==> config.mk <==
export PLATFORM = sky130hd
export DESIGN_NAME = div_arb_sched_flat
export DESIGN_NICKNAME = d
export VERILOG_FILES = /design/src/rtl/div_arb_sched_if.sv /design/src/rtl/div_arb_sched.sv /design/src/flat_wrapper.sv
export SDC_FILE = /design/constraint.sdc
export NUM_CORES = 1
export LEC_CHECK = 0
export ABC_CLOCK_PERIOD_IN_PS = 3600
export CAP_MARGIN = 20
export CELL_PAD_IN_SITES_DETAIL_PLACEMENT = 1
export CELL_PAD_IN_SITES_GLOBAL_PLACEMENT = 1
export CORE_MARGIN = 8
export CORE_UTILIZATION = 30
export CTS_CLUSTER_DIAMETER = 200
export DETAILED_ROUTE_END_ITERATION = 16
export GPL_ROUTABILITY_DRIVEN = 0
export PLACE_DENSITY = 0.73
export SYNTH_ARGS = -nofsm -noshare
export SYNTH_HDL_FRONTEND = slang
export SYNTH_SLANG_ARGS = --single-unit
==> constraint.sdc <==
create_clock -name clk -period 3.6 [get_ports clk]
set_input_delay 0.9 -clock clk [delete_from_list [all_inputs] [get_ports clk]]
set_output_delay 0.9 -clock clk [all_outputs]
set_load 0.005 [all_outputs]
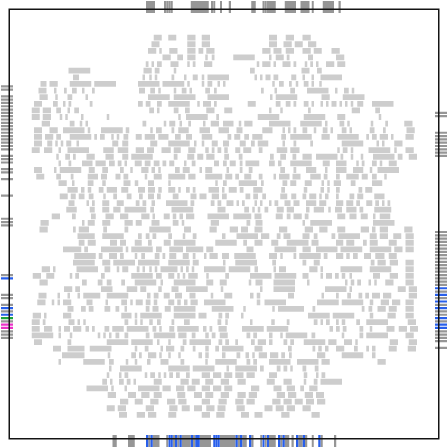
*Pin map, run 1*
Pins as bars across the die edge, other pins in gray.
- magenta: bus_if_req_valid (pins 2; direction input; edge left)
- green: bus_if_rsp_dbz (pins 1; direction output; edge left)
- blue: bus_if_req_a1 (pins 32; direction input; edge 22 bottom, 7 right, 3 left)
- all pins by edge: 70 bottom, 45 right, 44 left, 44 top
Die Wd: 175.9 um
Die Span Y: 175.9 um
port bufs: 202

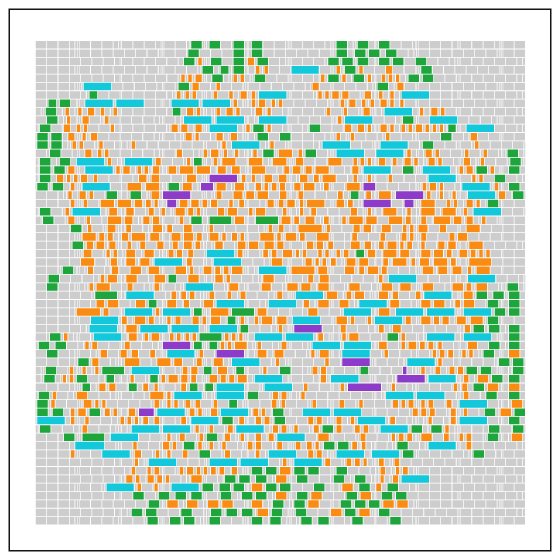
*Placed cells, one color a class, run 1*
Fill, decap, tap and diode cells in gray.
- green: other buffers and delay cells (cells 233; share of their area 23%)
- orange: all other logic (cells 777; share of their area 47%)
- purple: clock drivers and dummy loads (cells 16; share of their area 3.1%)
- cyan: flops (cells 107; share of their area 27%)
flop share of the area: 0.2560
final core utilization: 0.4156

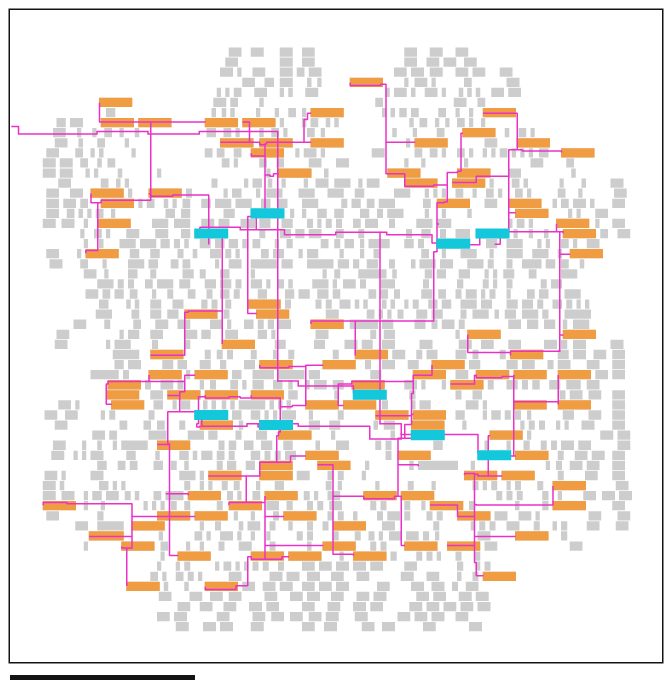
*Clock network drawn from the DEF, run 1*
Scale bar: 50 um.
- magenta: clock wires (length 1,780 um)
- orange: flip-flops (count 107)
- cyan: cells driving clock nets (count 9)
- flops lie: all over the die
- routed clock nets: 10
clock network power: 0.00110 W
later-pin clock latency in the skew report: 0.36 ns
Clock power frac: 0.103
Final Skew: 0.01205 ns

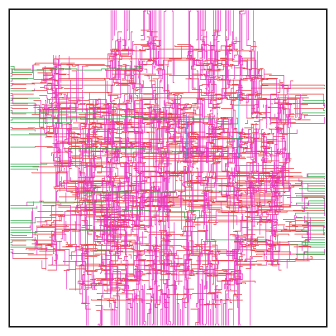
*Routed metal, one color a layer, run 1*
- red: met1 (wire length 12,500 um)
- magenta: met2 (wire length 14,900 um)
- cyan: met4 (wire length 305 um)
- green: met3 (wire length 1,430 um)
aggregate routed wire length: 29,170 um
Vias: 7,665
GRT Total Usage: 0.1860

==> results.sh <==
# source this file to load flow results
export IMPL_slew_headroom=0.3460
export IMPL_postRouteAntennaNets=0
export IMPL_drive_gt1_frac=0.05737
export IMPL_r2r_slack_ns=0.24
export IMPL_worstMarginPinSlew_ns=0.9810
export IMPL_grt_pass1_wl_um=45720
export IMPL_finalCritPeriodShare=0.9342
export IMPL_fp_nets=1118
export IMPL_ctsResizeCount=0
export IMPL_postCtsHoldBufs=0
export IMPL_antenna_found_initial=0
export IMPL_path_cells="inv_1, ha_1, inv_1, fa_1, a21o_1, a221oi_2, o31ai_1, o311ai_2, a211oi_1, nor4_2, xnor2_1, mux2i_1, o211ai_1"
export IMPL_critical_path_max_stage_delay_ns=0.40
export IMPL_placement_rows=58
export IMPL_p_per_area_mw_per_mm2=1024
export IMPL_cp_top_family="AND-OR/OR-AND gates"
export IMPL_hpwlAfterDp_um=23100
export IMPL_route_detailed_drc=0
export IMPL_h_tree_depth=3
export IMPL_critical_path_class="register to register"
export IMPL_status="complete, no violations"
export IMPL_cts_setup_buffers=0
export IMPL_ys_flops=107
export IMPL_rsz0062_at_grt="no"
export IMPL_tool_warnings=29
export IMPL_clock_tree_root_cell="clkbuf_16"
export IMPL_crit_path_frequent_cell="inv_1"
export IMPL_synth_seq_share=0.3492
export IMPL_overflow=0
export IMPL_hold_path_class="input port to async pin"
export IMPL_slew_violations=0
export IMPL_syn_to_final_growth_pct=36.42
export IMPL_fillers=2975
export IMPL_max_cap_violations=0
export IMPL_cts_tree="built"
export IMPL_first_iter_violations=465
export IMPL_path_clk_slew_ns=0.08
export IMPL_hold_viol_final=0
export IMPL_cts_num_sinks=107
export IMPL_async_reset_ff_frac=1.000
export IMPL_yosysCellCount=950
export IMPL_fmax_mhz=297.4
export IMPL_endpoint_kind="register"
export IMPL_syn_area_mm2=0.007671
export IMPL_edf_count=0
export IMPL_grt_max_degree=105
export IMPL_insertedDiodeCount=0
export IMPL_clockBufferDepth=2
export IMPL_p_leak_nw=4.621
export IMPL_viasPerCell=5.239
export IMPL_fp_util=0.3046
export IMPL_yosys_warnings=0
export IMPL_tns_ns=0
export IMPL_ys_area_mm2=0.007671
export IMPL_critPathLaunchType="register"
export IMPL_fin_nets=1296
export IMPL_synthFlopType="dfrtp_1"
export IMPL_die_area_mm2=0.03094
export IMPL_pin_count=203
export IMPL_ys_types=65
export IMPL_critPathRequiredTime_ns=3.87
export IMPL_cp_num_cells=13
export IMPL_peakVddDrop_uv=387.4
export IMPL_cp_max_fo=4
export IMPL_setup_viol=0
export IMPL_synth_area_per_cell_um2=8.075
export IMPL_avgRoutedWirePerCell_um=19.94
run 1: stage by stage:
step                cells  cell area [um^2]  total power [W]  hold WS [ns]  setup slack [ns]
detailed placement   1447             10150         0.009669        0.4820            0.1841
global placement     1447             10150         0.009522        0.4740            0.2704
finish               1463             10470          0.01071        0.3349            0.2370
CTS                  1463             10470          0.01081        0.3256            0.2411
floorplan             950              7671         0.007187        0.4567            0.6915
global route         1463             10470          0.01165        0.3197           0.05663
run 1: per-layer routing:
metal  share of wire  track usage
met5               0            0
met4           0.010      0.03108
met1            0.43       0.2245
met2            0.51       0.3351
met3           0.049      0.04295
run 1: area by class of cell:
class / instances / area [um^2] / share of cell area
multi-input cells: 735 / 4563 / 0.4360
clock buffers: 11 / 242.7 / 0.02319
clock inverters: 5 / 70.07 / 0.006695
well taps: 330 / 412.9 / 0.03945
inverters: 42 / 157.7 / 0.01506
flip-flops and latches: 107 / 2679 / 0.2560
repair buffers: 233 / 2340 / 0.2236
run 1: power breakdown:
| group | total, W | internal, W | switching, W |
|---|---|---|---|
| clock | 0.00110 | 0.000574 | 0.000525 |
| sequential | 0.00243 | 0.00183 | 0.000602 |
| combinational | 0.00719 | 0.00333 | 0.00386 |
run 1: Yosys cell counts (2+ instances only):
cell type	instances	area share
nand3_1	10	0.0065
nand4_1	12	0.0098
nor2_1	88	0.043
buf_1	7	0.0034
a21oi_1	111	0.072
o21ai_0	49	0.032
a21o_1	18	0.018
buf_4	4	0.0039
ha_1	34	0.055
a31oi_1	40	0.033
o221ai_1	3	0.0034
o211ai_1	4	0.0039
nor2b_1	8	0.0065
a21boi_0	2	0.0020
nand2_1	152	0.074
dfrtp_1	106	0.35
buf_2	6	0.0039
and3_1	6	0.0049
or3_1	2	0.0016
o32a_1	2	0.0026
mux2i_1	57	0.074
o221a_2	3	0.0044
a221oi_1	19	0.022
and2_1	2	0.0016
o22ai_1	2	0.0016
clkbuf_1	46	0.023
o21ai_1	5	0.0033
xnor2_1	22	0.025
nor3_1	9	0.0059
nor4_1	17	0.014
nand2b_1	4	0.0033
inv_1	42	0.021
o21a_1	5	0.0049
a211oi_1	7	0.0069
xor2_1	11	0.013
buf_6	2	0.0029
o21bai_1	5	0.0049
run 1: cell usage in the layout (no fill, tap or decap), drive strengths merged, types with 20 or more instances in the layout:
master	instances
a21oi	112
a221oi	20
a31oi	40
buf	32
clkdlybuf4s50	201
dfrtp	106
ha	34
inv	44
mux2i	57
nand2	152
nor2	88
o21ai	55
xnor2	22
run 1: logic make-up (layout without fill, tap and decap cells):
kind of cell	count (synthesis)	count (layout)	synth area share
flops	107	107	0.3492
buf+inv	108	291	0.05921
mux	58	58	0.07584
compound gates	292	292	0.2386
xor+xnor	33	33	0.03768
simple gates	317	317	0.1814
fa+ha+maj	35	35	0.05807
Power figures rest on the tool's default switching activity, not on a simulated workload.
